--- config.mk ---
export PLATFORM = sky130hd
export DESIGN_NAME = reg_file_sb
export DESIGN_NICKNAME = d
export VERILOG_FILES = /design/src/rtl/reg_file_sb.sv
export SDC_FILE = /design/constraint.sdc
export NUM_CORES = 1
export LEC_CHECK = 0
export CORE_AREA = 2 2 129 131
export CTS_CLUSTER_SIZE = 24
export DETAILED_ROUTE_END_ITERATION = 7
export DIE_AREA = 0 0 131 133
export GPL_ROUTABILITY_DRIVEN = 0
export HOLD_SLACK_MARGIN = 0.1
export PLACE_DENSITY = 0.88
export SETUP_SLACK_MARGIN = 0.1
export SYNTH_ARGS = -nofsm -noshare
export SYNTH_HDL_FRONTEND = slang
export SYNTH_SLANG_ARGS = --single-unit
--- constraint.sdc ---
create_clock -name CLK -period 6.4 [get_ports CLK]
set_input_delay 1.28 -clock CLK [delete_from_list [all_inputs] [get_ports CLK]]
set_output_delay 1.28 -clock CLK [all_outputs]
set_load 0.02 [all_outputs]
--- src/rtl/reg_file_sb.sv ---
// reg_file_sb: 2**D x W register file with per-register pending (scoreboard)
// bits. It has one write port, one reserve port, two combinational read
// ports and a registered count of pending registers. Register 0 is
// hard-wired to zero and is never pending. FWD=1 passes a same-cycle write
// straight through to a matching read port.
module reg_file_sb #(
   parameter int W   = 8,
   parameter int D   = 4,
   parameter int FWD = 1
) (
   input  logic         CLK,
   input  logic         reset,
   input  logic         write_en,
   input  logic [D-1:0] waddr,
   input  logic [W-1:0] data_in,
   input  logic         rsv_en,
   input  logic [D-1:0] rsv_addr,
   input  logic [D-1:0] raddrA,
   input  logic [D-1:0] raddrB,
   output logic [W-1:0] data_outA,
   output logic [W-1:0] data_outB,
   output logic         readyA,
   output logic         readyB,
   output logic [D:0]   pending_cnt
);

   localparam int N = 2**D;

   logic [N-1:0][W-1:0] regs;
   logic [N-1:0]        pending;
   logic [N-1:0]        pending_nxt;
   logic [D:0]          cnt;

   logic wr_ok, rsv_ok, inc, dec;

   // Writes and reserves aimed at register 0 are dropped here, so r0 is never
   // written and never marked pending.
   assign wr_ok  = write_en && (waddr != '0);
   assign rsv_ok = rsv_en && (rsv_addr != '0);

   // The count rises only when a reserve sets a bit that was clear. It falls
   // only when a write clears a set bit and no reserve to the same register
   // sets it again in that cycle (the reserve wins).
   assign inc = rsv_ok && !pending[rsv_addr];
   assign dec = wr_ok && pending[waddr] && !(rsv_ok && (rsv_addr == waddr));

   // Next pending vector: the write clears its bit first, then the reserve
   // sets its bit, so the reserve wins on the same address.
   always_comb begin
      pending_nxt = pending;
      if (wr_ok)  pending_nxt[waddr]    = 1'b0;
      if (rsv_ok) pending_nxt[rsv_addr] = 1'b1;
   end

   // Register data storage, cleared asynchronously.
   always_ff @(posedge CLK or posedge reset) begin
      if (reset)      regs        <= '0;
      else if (wr_ok) regs[waddr] <= data_in;
   end

   // Pending bits, cleared asynchronously.
   always_ff @(posedge CLK or posedge reset) begin
      if (reset) pending <= '0;
      else       pending <= pending_nxt;
   end

   // Incremental popcount of the pending bits.
   always_ff @(posedge CLK or posedge reset) begin
      if (reset) cnt <= '0;
      else begin
         case ({inc, dec})
            2'b10:   cnt <= cnt + 1'b1;
            2'b01:   cnt <= cnt - 1'b1;
            default: cnt <= cnt;
         endcase
      end
   end

   assign pending_cnt = cnt;

   // One read port, returned as {ready, data}. Forwarding is held off during
   // reset so the outputs show only the cleared state.
   function automatic logic [W:0] rd(input logic [D-1:0] a);
      logic [W:0] r;
      r = {!pending[a], regs[a]};
      if (a == '0)
         r = {1'b1, {W{1'b0}}};
      else if ((FWD != 0) && !reset && wr_ok && (waddr == a))
         r = {1'b1, data_in};
      return r;
   endfunction

   assign {readyA, data_outA} = rd(raddrA);
   assign {readyB, data_outB} = rd(raddrB);

endmodule

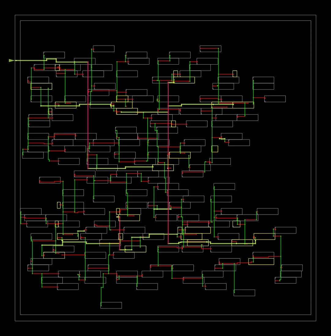
Figure 1: clock routing.
Clock Skews: 0.00430 ns
clock buffer count: 22
clk sinks: 149
TritonCTS Buffers: 17

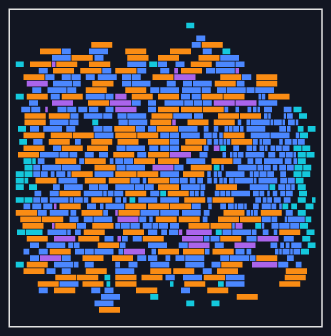
Figure 2: placement by cell class.
- blue: combinational and other logic (cells 412)
- orange: sequential cells (cells 149)
- cyan: remaining buffers and delay cells (cells 65)
- purple: clock drivers and dummy loads (cells 32)
sequential share of cell area: 38.2%
row count: 47
Util after Layout: 60.4%

==> Changelog: implementation <==
## Implementation

* Most frequent logic cell in the layout: dfrtp_1
* Ys cells at 619
* Synth cell types at 37
* # hold bufs at CTS at 0
* Critical path origin: waddr[3]
* Inst Count DP at 846
* Hpwl dp at 14700 µm
* Yosys warnings at 0
* Hold Path Stages at 0
* Reg-to-reg slack, setup at 3.27 ns
* Compound Share, Synth at 6.91%
* Die area at 17400 µm²
* Hold Path Sink: regs[6]$_DFFE_PP0P_
* Dpl cell area at 9200 µm²
* Vias in the first global route at 6442
* Top Layer Used: met4
* RSZ-0062 raised after global routing: no
* Layout cells sized above 1 at 39.8%
* H-Tree Depth at 4
* Async set-reset flop share out of synthesis at 100%
* Largest net degree at the start of global routing at 150
* Core area at 16200 µm²
* Setup WS post-layout at 0.765 ns
* Post-layout min period at 5.63 ns
* Worst-Margin Slew at 1.21 ns
* WHS at 0.395 ns
* Outcome: complete, no violations
* Crit path DRT at 5.12 ns
* MUX share of area at 38.7%
* Worst Path Max Fanout at 12
* Crit path max-delay family: buffers and inverters
* Max VDD drop at 0.000255 V
* EDFF count, synth at 0
* CP endpoint: data_outB[5]
* Final period util at 88.0%
* Cell taking the most area after synthesis: dfrtp_1
* Simple-gate area share of the yosys netlist at 5.13%
* Die Width at 131 µm
* Total Power at 3.18 mW
* Reg2reg start: pending[2]$_DFF_PP0_
* Nets at 678
* Routed wl met3 at 2150 µm
* Num ports at 51
* Worst slack, placed at 0.875 ns
* Avg Inst Size Synth at 13.9 µm²
* Synth top cell by count: dfrtp_1
* Worst path depth at 7
* XOR/XNOR Fraction of Synth Area at 1.63%
* Slowest-stage cell, CP: nor2_1
* Slew Viols, Final at 0
* Adder Share, Synth at 0.813%
* CTS Buffer Depth at 2
* Syn_nets at 652
* Post-synth top cells: dfrtp_1, mux2_2, mux4_2
* Critical path class: in2out
* Setup bufs post-CTS at 0
* Synth logic family: multiplexers
* Chain of cells forming the critical path: clkdlybuf4s50_1 -> o41ai_1 -> nand2b_1 -> nor2_2 -> nor2_1 -> a22o_1 -> clkdlybuf4s50_1
* Flops after synth at 149
* Design area at 9760 µm²
* Hold Crit Class: reg2reg
* Hold Startpoint: regs[6]$_DFFE_PP0P_
* CTS tree: yes
* Commonest flop: dfrtp_1
* Dominant cell area share at 43.3%
* Pleak at 3.97 nW
* Area Growth Syn to Fin at 13.3%
* DRC viols at 0
* Fillcell total at 1214
* Met1 wire length at 8540 µm
* Height of the die at 133 µm
* Drt pass-1 iters at 7
* CTS Root Cell: clkbuf_16
* Post-route setup TNS at 0 ns
* FP Core Util at 53.3%
* Worst setup SP type: input pin
* Initial DRC count at 677
* Critical path data arrival time at 4.35 ns
* Most frequent CP cell: clkdlybuf4s50_1
* Clk latency late pin at 0.42 ns
* Final Non-Filler Cells at 878
* CTS-repair resized insts at 0
* Number of inserted diodes at 0
* End of the worst register-to-register path: pending_cnt[4]$_DFFE_PP0P_
* Power Dens Cells at 326 nW/µm²
* Synth Seq Share at 43.3%
* CP Capture Type: output port
* FMAX at 0.177 GHz
* Total of max-cap violations at 0
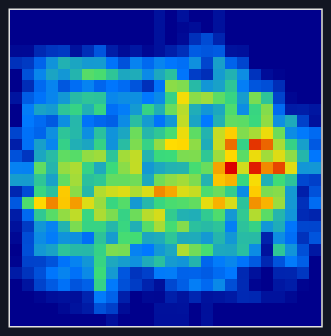
Figure 3: wire density map.
26 x 27 tiles, from dark blue (low) to red (high), scaled to the fullest tile. Values are wire area over tile area, all layers added.
- fullest tile: 0.78
- emptiest ninth of the die: top right
- nearly empty tiles: 22%
- tiles over half the peak: 19%
WL per Instance: 25.7 µm
total vias in the final route: 6010
final wirelength: 22500 µm
global-route total usage across every layer: 27.6%

## layout make-up
class / count / area (µm²) / area share (%)
Multi-Input combinational cell: 408 / 4580 / 46.9
Sequential cell: 149 / 3730 / 38.2
Timing Repair Buffer: 65 / 601 / 6.15
Clock buffer: 22 / 454 / 4.65
Tap cell: 220 / 275 / 2.82
Clock inverter: 10 / 106 / 1.09
Inverter: 4 / 18.8 / 0.192
## flip-flops by register name, summed over array words and instances (netlist names)
name / flops
regs: 128
pending: 16
pending_cnt: 5
## power breakdown
group          internal, mW  leakage [nW]  switching (mW)  total, mW
logic                 0.513          1.85           0.368      0.881
registers              1.16          1.84           0.181       1.34
clock network         0.580         0.277           0.384      0.964
## metal layers
layer,GRT usage (%),vias up
met5,0,-
met4,11.1,0
met3,8.86,61
met2,43.1,362
met1,35.9,3153
li1,-,2434
Power is estimated from default activity; no workload was simulated.
